===== config.mk =====
export PLATFORM = sky130hd
export DESIGN_NAME = fizzbuzz_ascii_tx_flat
export DESIGN_NICKNAME = d
export VERILOG_FILES = /design/src/rtl/fizzbuzz_ascii_tx_if.sv /design/src/rtl/fizzbuzz_ascii_tx.sv /design/src/flat_wrapper.sv
export SDC_FILE = /design/constraint.sdc
export NUM_CORES = 1
export LEC_CHECK = 0
export ABC_AREA = 1
export CAP_MARGIN = 10
export CORE_MARGIN = 2
export CORE_UTILIZATION = 50
export DETAILED_ROUTE_END_ITERATION = 6
export GPL_TIMING_DRIVEN = 0
export PLACE_DENSITY = 0.72
export SYNTH_ARGS = -nofsm -noshare
export SYNTH_HDL_FRONTEND = slang
export SYNTH_SLANG_ARGS = --single-unit

===== constraint.sdc =====
create_clock -name i_clk -period 5.1 [get_ports i_clk]
set_input_delay 1.275 -clock i_clk [delete_from_list [all_inputs] [get_ports i_clk]]
set_output_delay 1.275 -clock i_clk [all_outputs]
set_load 0.02 [all_outputs]

===== src/rtl/fizzbuzz_ascii_tx_if.sv =====
`default_nettype none
// ============================================================================
// Module      : fizzbuzz_ascii_tx_if
// Description : Bundle of the fizzbuzz result input, the ASCII byte stream
//               (valid/ready) and the status flags of fizzbuzz_ascii_tx.
//               The slave modport is the formatter's view; master is the view
//               of the block that feeds results and sinks bytes.
// Revision    : 1.0 - initial release
// ============================================================================
interface fizzbuzz_ascii_tx_if #(
  parameter int G_NUM_W = 6
);
  logic               i_valid;
  logic               i_is_fizz;
  logic               i_is_buzz;
  logic [G_NUM_W-1:0] i_number;
  logic [7:0]         o_data;
  logic               o_valid;
  logic               i_ready;
  logic               o_busy;
  logic               o_overflow;

  modport master (
    output i_valid, i_is_fizz, i_is_buzz, i_number, i_ready,
    input  o_data, o_valid, o_busy, o_overflow
  );

  modport slave (
    input  i_valid, i_is_fizz, i_is_buzz, i_number, i_ready,
    output o_data, o_valid, o_busy, o_overflow
  );
endinterface
`default_nettype wire


===== src/rtl/fizzbuzz_ascii_tx.sv =====
`default_nettype none
// ============================================================================
// Module      : fizzbuzz_ascii_tx
// Description : Formats fizzbuzz results into ASCII lines ("Fizz", "Buzz",
//               "FizzBuzz" or a decimal number, then a line terminator) on a
//               valid/ready byte stream. A small FIFO absorbs the input rate.
//               Optional feature macro: FIZZBUZZ_TX_CRLF_EN (terminator becomes
//               CR LF instead of LF).
//               G_NUM_W must match the G_NUM_W of the connected interface.
// Revision    : 1.0 - initial release
// ============================================================================
module fizzbuzz_ascii_tx #(
  parameter int G_NUM_W = 6,
  parameter int G_DEPTH = 4
) (
  input  wire logic          i_clk,
  input  wire logic          i_rst,
  fizzbuzz_ascii_tx_if.slave bus
);

  localparam int AW    = $clog2(G_DEPTH);
  localparam int ENT_W = G_NUM_W + 2;
  localparam int REM_W = G_NUM_W + 1;

  localparam logic [1:0] S_IDLE = 2'd0;
  localparam logic [1:0] S_CONV = 2'd1;
  localparam logic [1:0] S_EMIT = 2'd2;
  localparam logic [1:0] S_EOL  = 2'd3;

`ifdef FIZZBUZZ_TX_CRLF_EN
  localparam logic [2:0] C_EOL_LAST = 3'd1;
`else
  localparam logic [2:0] C_EOL_LAST = 3'd0;
`endif

  // FIFO storage and pointers (extra MSB distinguishes full from empty)
  logic [ENT_W-1:0] mem_q [G_DEPTH];
  logic [ENT_W-1:0] mem_d [G_DEPTH];
  logic [AW:0]      wr_ptr_q, wr_ptr_d;
  logic [AW:0]      rd_ptr_q, rd_ptr_d;
  logic             overflow_q, overflow_d;

  // Serializer state and working registers
  logic [1:0]       state_q, state_d;
  logic             fizz_q, fizz_d;
  logic             buzz_q, buzz_d;
  logic [REM_W-1:0] rem_q, rem_d;
  logic [3:0]       hund_q, hund_d;
  logic [3:0]       tens_q, tens_d;
  logic [3:0]       ones_q, ones_d;
  logic [2:0]       idx_q, idx_d;

  logic             fifo_empty;
  logic             fifo_full;
  logic             push;
  logic             pop;
  logic [ENT_W-1:0] head;
  logic             is_number;
  logic [2:0]       emit_last;
  logic             conv_ge100;
  logic             conv_ge10;
  logic             fire;
  logic             valid_out;
  logic [7:0]       data_out;
  logic [3:0]       digit;
  logic             use_fizz;

  assign fifo_empty = (wr_ptr_q == rd_ptr_q);
  assign fifo_full  = (wr_ptr_q[AW] != rd_ptr_q[AW]) &&
                      (wr_ptr_q[AW-1:0] == rd_ptr_q[AW-1:0]);
  // Fullness is judged before any same-cycle pop, so a push into a full FIFO
  // is dropped even if the serializer frees a slot in that cycle.
  assign push       = bus.i_valid && !fifo_full;
  assign pop        = (state_q == S_IDLE) && !fifo_empty;
  assign head       = mem_q[rd_ptr_q[AW-1:0]];

  assign is_number  = !fizz_q && !buzz_q;
  assign emit_last  = is_number ? 3'd2 : ((fizz_q && buzz_q) ? 3'd7 : 3'd3);
  // Compare in a 32-bit domain so narrow remainders never truncate 100.
  assign conv_ge100 = 32'(rem_q) >= 32'd100;
  assign conv_ge10  = 32'(rem_q) >= 32'd10;
  assign fire       = valid_out && bus.i_ready;

  assign bus.o_valid    = valid_out;
  assign bus.o_data     = data_out;
  assign bus.o_busy     = !fifo_empty || (state_q != S_IDLE);
  assign bus.o_overflow = overflow_q;

  // FIFO write, pointer advance and sticky overflow flag
  always_comb begin
    mem_d      = mem_q;
    wr_ptr_d   = wr_ptr_q;
    rd_ptr_d   = rd_ptr_q;
    overflow_d = overflow_q | (bus.i_valid & fifo_full);
    if (push) begin
      mem_d[wr_ptr_q[AW-1:0]] = {bus.i_is_fizz, bus.i_is_buzz, bus.i_number};
      wr_ptr_d                = wr_ptr_q + 1'b1;
    end
    if (pop) begin
      rd_ptr_d = rd_ptr_q + 1'b1;
    end
  end

  // FIFO payload storage; contents are only meaningful between the pointers
  always_ff @(posedge i_clk) begin
    mem_q <= mem_d;
  end

  // FIFO pointers and overflow flag; reset discards buffered results
  always_ff @(posedge i_clk) begin
    if (i_rst) begin
      wr_ptr_q   <= '0;
      rd_ptr_q   <= '0;
      overflow_q <= 1'b0;
    end else begin
      wr_ptr_q   <= wr_ptr_d;
      rd_ptr_q   <= rd_ptr_d;
      overflow_q <= overflow_d;
    end
  end

  // Serializer state register
  always_ff @(posedge i_clk) begin
    if (i_rst) begin
      state_q <= S_IDLE;
    end else begin
      state_q <= state_d;
    end
  end

  // Serializer next-state logic
  always_comb begin
    state_d = state_q;
    case (state_q)
      S_IDLE: begin
        if (!fifo_empty) begin
          state_d = (head[ENT_W-1] || head[ENT_W-2]) ? S_EMIT : S_CONV;
        end
      end
      S_CONV: begin
        if (!conv_ge100 && !conv_ge10) begin
          state_d = S_EMIT;
        end
      end
      S_EMIT: begin
        if (fire && (idx_q == emit_last)) begin
          state_d = S_EOL;
        end
      end
      default: begin
        if (fire && (idx_q == C_EOL_LAST)) begin
          state_d = S_IDLE;
        end
      end
    endcase
  end

  // Working registers: load on pop, decimal conversion, byte index stepping
  always_comb begin
    fizz_d = fizz_q;
    buzz_d = buzz_q;
    rem_d  = rem_q;
    hund_d = hund_q;
    tens_d = tens_q;
    ones_d = ones_q;
    idx_d  = idx_q;
    case (state_q)
      S_IDLE: begin
        if (pop) begin
          fizz_d = head[ENT_W-1];
          buzz_d = head[ENT_W-2];
          rem_d  = {1'b0, head[G_NUM_W-1:0]};
          hund_d = 4'd0;
          tens_d = 4'd0;
          ones_d = 4'd0;
          idx_d  = 3'd0;
        end
      end
      S_CONV: begin
        if (conv_ge100) begin
          rem_d  = rem_q - REM_W'(100);
          hund_d = hund_q + 4'd1;
        end else if (conv_ge10) begin
          rem_d  = rem_q - REM_W'(10);
          tens_d = tens_q + 4'd1;
        end else begin
          ones_d = 4'(rem_q);
          // Start at the most significant non-zero digit; ones always emits.
          idx_d  = (hund_q != 4'd0) ? 3'd0 : ((tens_q != 4'd0) ? 3'd1 : 3'd2);
        end
      end
      S_EMIT: begin
        if (fire) begin
          idx_d = (idx_q == emit_last) ? 3'd0 : idx_q + 3'd1;
        end
      end
      default: begin
        if (fire) begin
          idx_d = idx_q + 3'd1;
        end
      end
    endcase
  end

  // Working register flops
  always_ff @(posedge i_clk) begin
    if (i_rst) begin
      fizz_q <= 1'b0;
      buzz_q <= 1'b0;
      rem_q  <= '0;
      hund_q <= 4'd0;
      tens_q <= 4'd0;
      ones_q <= 4'd0;
      idx_q  <= 3'd0;
    end else begin
      fizz_q <= fizz_d;
      buzz_q <= buzz_d;
      rem_q  <= rem_d;
      hund_q <= hund_d;
      tens_q <= tens_d;
      ones_q <= ones_d;
      idx_q  <= idx_d;
    end
  end

  // Output byte selection; driven only from registers so it holds under stall
  always_comb begin
    valid_out = 1'b0;
    data_out  = 8'h00;
    digit     = ones_q;
    use_fizz  = fizz_q && !(buzz_q && idx_q[2]);
    case (state_q)
      S_EMIT: begin
        valid_out = 1'b1;
        if (is_number) begin
          case (idx_q)
            3'd0:    digit = hund_q;
            3'd1:    digit = tens_q;
            default: digit = ones_q;
          endcase
          data_out = 8'h30 + {4'h0, digit};
        end else begin
          case (idx_q[1:0])
            2'd0:    data_out = use_fizz ? 8'h46 : 8'h42;
            2'd1:    data_out = use_fizz ? 8'h69 : 8'h75;
            default: data_out = 8'h7A;
          endcase
        end
      end
      S_EOL: begin
        valid_out = 1'b1;
`ifdef FIZZBUZZ_TX_CRLF_EN
        data_out  = idx_q[0] ? 8'h0A : 8'h0D;
`else
        data_out  = 8'h0A;
`endif
      end
      default: begin
        valid_out = 1'b0;
        data_out  = 8'h00;
      end
    endcase
  end

endmodule
`default_nettype wire

===== src/flat_wrapper.sv =====
// flat-port wrapper written by rule: the top's interface ports become plain ports
module fizzbuzz_ascii_tx_flat 
#(
  parameter int G_NUM_W = 6,
  parameter int G_DEPTH = 4
)
  (i_clk, i_rst, bus_i_valid, bus_i_is_fizz, bus_i_is_buzz, bus_i_number, bus_i_ready, bus_o_data, bus_o_valid, bus_o_busy, bus_o_overflow);
  fizzbuzz_ascii_tx_if #(.G_NUM_W(G_NUM_W)) bus_i ();
  input  wire logic i_clk;
  input  wire logic i_rst;
  input wire logic [$bits(bus_i.i_valid)-1:0] bus_i_valid;
  input wire logic [$bits(bus_i.i_is_fizz)-1:0] bus_i_is_fizz;
  input wire logic [$bits(bus_i.i_is_buzz)-1:0] bus_i_is_buzz;
  input wire logic [$bits(bus_i.i_number)-1:0] bus_i_number;
  input wire logic [$bits(bus_i.i_ready)-1:0] bus_i_ready;
  output wire logic [$bits(bus_i.o_data)-1:0] bus_o_data;
  output wire logic [$bits(bus_i.o_valid)-1:0] bus_o_valid;
  output wire logic [$bits(bus_i.o_busy)-1:0] bus_o_busy;
  output wire logic [$bits(bus_i.o_overflow)-1:0] bus_o_overflow;
  assign bus_i.i_valid = bus_i_valid;
  assign bus_i.i_is_fizz = bus_i_is_fizz;
  assign bus_i.i_is_buzz = bus_i_is_buzz;
  assign bus_i.i_number = bus_i_number;
  assign bus_i.i_ready = bus_i_ready;
  assign bus_o_data = bus_i.o_data;
  assign bus_o_valid = bus_i.o_valid;
  assign bus_o_busy = bus_i.o_busy;
  assign bus_o_overflow = bus_i.o_overflow;
  fizzbuzz_ascii_tx #(.G_NUM_W(G_NUM_W), .G_DEPTH(G_DEPTH)) u_core (.i_clk(i_clk), .i_rst(i_rst), .bus(bus_i));
endmodule

==> impl_metrics.json, run 1 <==
{
  "synth_top_area_share": 0.2593,
  "cp-endpoint": "bus_o_data[1]",
  "rrSetupSlack_ns": 2.99,
  "finalHoldViolCount": 0,
  "tightest_slew_ns": 0.9266,
  "crit_top_cell": "nand2_1",
  "nClkBuffers": 12,
  "root_buffer": "clkbuf_8",
  "arrival_ns": 2.54,
  "ys_sh_mux": 0,
  "ios": 23,
  "relSlewSlack": 0.3800,
  "viasPerCell": 5.057,
  "async_reset_ff_frac": 0,
  "layout_min_cycle_time_ns": 3.814,
  "p_int_mw": 1.176,
  "status": "complete, no violations",
  "drv_slew": 0,
  "fa_ha_area_frac": 0.07765,
  "total_power_mw": 2.124,
  "grt_pass1_vias": 2810,
  "critical_path_class": "flop to output pin",
  "dp_hpwl_um": 5739,
  "slowest_stage": "clkdlybuf4s50_1",
  "seq_cells": 65,
  "synth_area_um2": 3706,
  "ys_types": 41,
  "wl_met1_um": 3484,
  "path_delay_family": "buffers and inverters",
  "fp.dieH_um": 90.10,
  "die_width_um": 90.10,
  "cts_resized": 0,
  "seq_area_frac_synth": 0.4375,
  "p_leak_nw": 1.728,
  "yosysMostFrequentCell": "nand2_1",
  "grt_max_degree": 12,
  "ir_worst_vdd_v": 0.0002345,
  "synth_flops": 65
}
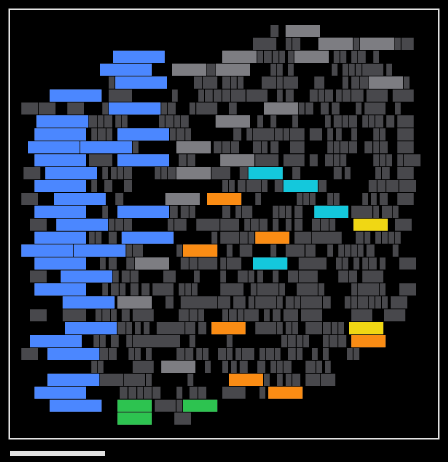
**Above:** run 1 (sequential cells coloured by netlist name).
The bar under the picture is 20 µm long.
name in the netlist	colour	sequential cells
u_core.ones_q	cyan	4
u_core.mem_q	blue	32
u_core.wr_ptr_q	green	3
u_core.rem_q	orange	7
u_core.state_q	yellow	2
sequential cell area share: 0.3863
Util after Layout: 0.5819
area occupied by registers: 1622 µm²
Flop+latch power: 695 µW

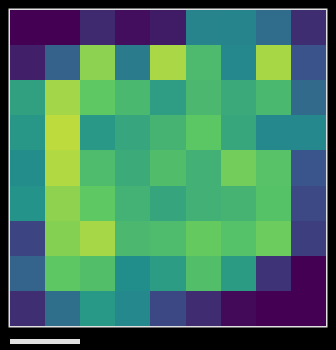
**Above:** run 1 (cell area per tile).
The bar under the picture is 20 µm long. The die is cut into 9 by 9 equal tiles; dark purple is low, yellow is high, 0 to 100% covered.
tiles over 75% full	15%
nearly empty tiles	6.2%
mean over tiles	50%
emptiest ninth of the die	lower right
fullest tile	90%
fp_density: 0.5137
core outline area: 7214 µm²

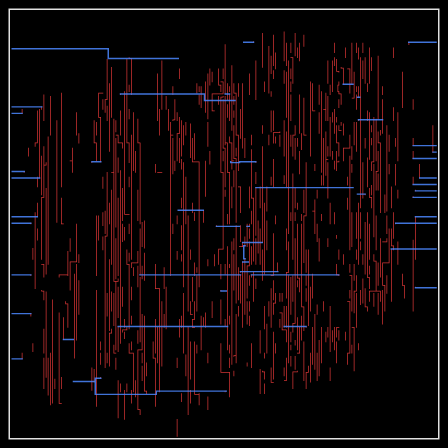
**Above:** run 1 (routed metal, one colour a layer).
Only two layers are drawn.
layer	colour	wire length
metal 3	blue	333 µm
metal 2	red	3,640 µm
gr usage total: 0.1993
final WL: 7637 µm
WL per Instance: 12.90 µm
routed vias: 2,994

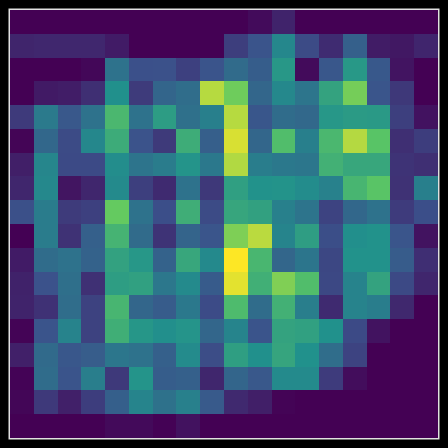
**Above:** run 1 (wiring heat map).
The die is cut into 18 by 18 equal tiles; dark purple is low, yellow is high, scaled to the fullest tile. Values are wire area over tile area, all layers added.
fullest tile	0.51
densest ninth of the die	centre
mean over tiles	0.15
emptiest ninth of the die	lower right

**Run 1: clock nets**

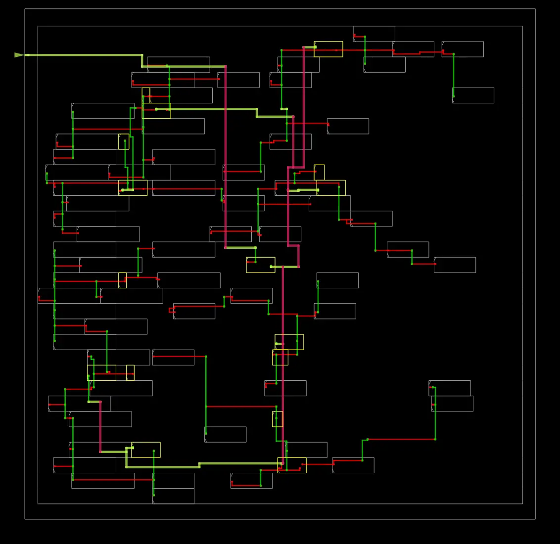

==> inputs of run 2 (changes only) <==
Settings changed: PLACE_DENSITY 0.72 to 0.75.
Clock period 5.1 ns to 3.2 ns, I/O delays scaled along.
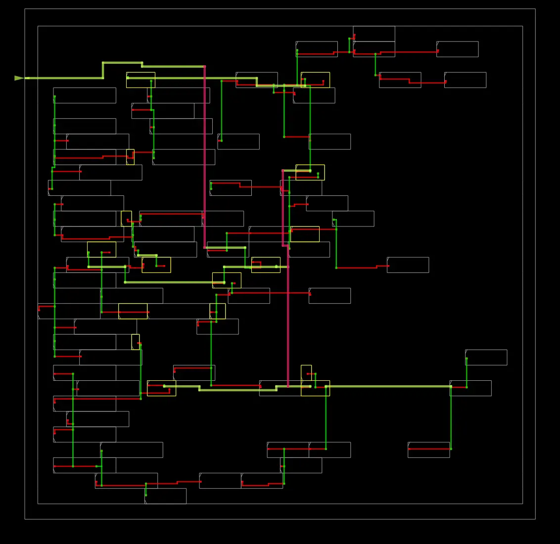
**Above:** run 2 (clock nets).
Clk. pwr: 632 µW
Clock buffer cells: 13
Num CTS Buffers: 9
flop count: 65

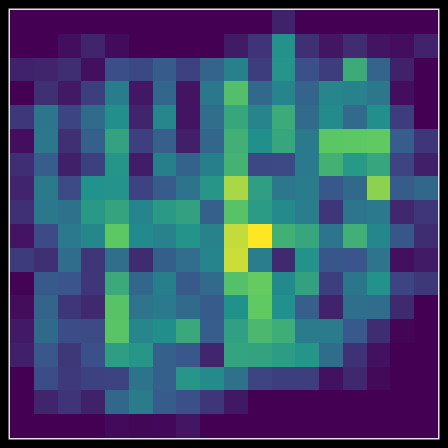
**Above:** run 2 (wiring heat map).
The die is cut into 18 by 18 equal tiles; dark purple is low, yellow is high, scaled to the fullest tile. Values are wire area over tile area, all layers added.
emptiest ninth of the die	lower right
mean over tiles	0.15
nearly empty tiles	19%
tiles over half the peak	18%
fullest tile	0.55
gr usage total: 0.1972
routed vias: 3,032

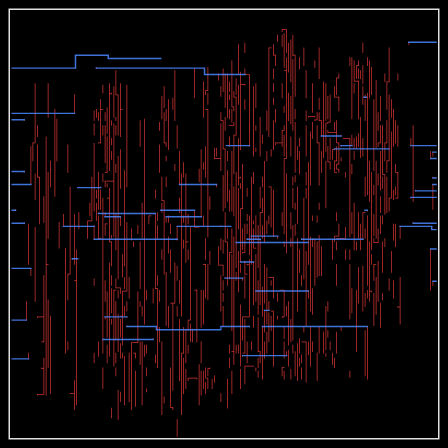
**Above:** run 2 (routed metal, one colour a layer).
Only two layers are drawn.
layer	colour	wire length
metal 2	red	3,670 µm
metal 3	blue	372 µm
WL per Instance: 13.08 µm
final WL: 7746 µm

==> run 2 against run 1 <==
Count of clock-buffer cells in the layout grew 1; cell count is the same; sequential share of layout area shrank 0.10 points; critical path type unchanged; register-to-register slack lost 1.8 ns; synthesized cell count is the same; highest routed layer unchanged; global-route usage shrank 0.21 points; non-clock buffer count is the same; routed wire length grew 1.4%; power grew 62%; largest power group unchanged; cell area grew 0.27%; combinational power grew 59%; die area is the same.
==> impl_metrics.json, run 2 <==
{
  "status": "complete, no violations",
  "arrival_ns": 2.22,
  "power_leader": "combinational cells",
  "ys_types": 41,
  "rsz0062_at_grt": "no",
  "fin_ws_ns": 0.1828,
  "finish.utilization": 0.5834,
  "rows": 31,
  "viasPerCell": 5.122,
  "skew_ns": 0.01211,
  "largest_reg_flops": 32,
  "async_reset_ff_frac": 0,
  "grt_pass1_wl_um": 12810,
  "root_buffer": "clkbuf_8",
  "drv_slew": 0,
  "edf_count": 32,
  "path_delay_family": "buffers and inverters",
  "ant_nets": 0,
  "rrSetupSlack_ns": 1.16,
  "dp_hpwl_um": 5732,
  "ios": 23,
  "p_int_mw": 1.911,
  "wl_met1_um": 3590,
  "regArea_um2": 1622,
  "ys_sh_xor": 0.02836,
  "pg_seq_mw": 1.11,
  "relSlewSlack": 0.4050,
  "tightest_slew_ns": 0.8893,
  "grt_max_degree": 12,
  "slowest_stage": "dfxtp_1",
  "p_leak_nw": 1.749,
  "die_width_um": 90.10,
  "cp.depth": 8,
  "sh_seq_area": 0.3853,
  "cts_resized": 4,
  "yosysMostFrequentCell": "nand2_1",
  "grt_pass1_vias": 2795,
  "total_power_mw": 3.431,
  "comb_area_frac": 0.4298,
  "nets": 523,
  "seq_area_frac_synth": 0.4375,
  "non_clock_inverter_count": 61,
  "cap_violations": 0,
  "holdBufCountCts": 0,
  "yosys-top-cells-area": "edfxtp_1, dfxtp_1, nand2_1, ha_1, inv_1",
  "synthAoiAreaFrac": 0.1303,
  "ys_sh_mux": 0,
  "yosys_area_um2": 3706,
  "drt_iter0_drc": 146,
  "synth_flops": 65,
  "dr.max_layer_used": "met4",
  "clk_latency_ns": 0.35,
  "core_area_um2": 7214,
  "cts_buffer_depth": 2,
  "core_util_floorplan": 0.5137,
  "min_path_type": "flop to flop",
  "finalHoldViolCount": 0,
  "drc": 0,
  "synth_top_area_share": 0.2593,
  "tns_ns": 0,
  "critical_path_class": "flop to output pin",
  "ir_worst_vdd_v": 0.0004309,
  "synth_area_um2": 3706,
  "lay_top_cells": "nand2_1, inv_1, nor2_1, o21ai_0, nand3_1",
  "antenna_found_initial": 0,
  "fp.dieH_um": 90.10,
  "layout_min_cycle_time_ns": 3.017,
  "busiest_layer": "met2",
  "fa_ha_area_frac": 0.07765,
  "cp-endpoint": "bus_o_data[3]",
  "clockNetworkAreaShare": 0.04191,
  "rr_startpoint": "u_core.state_q[1]",
  "top_register": "u_core.mem_q",
  "crit_fanout": 7
}
Power figures rest on the tool's default switching activity, not on a simulated workload.
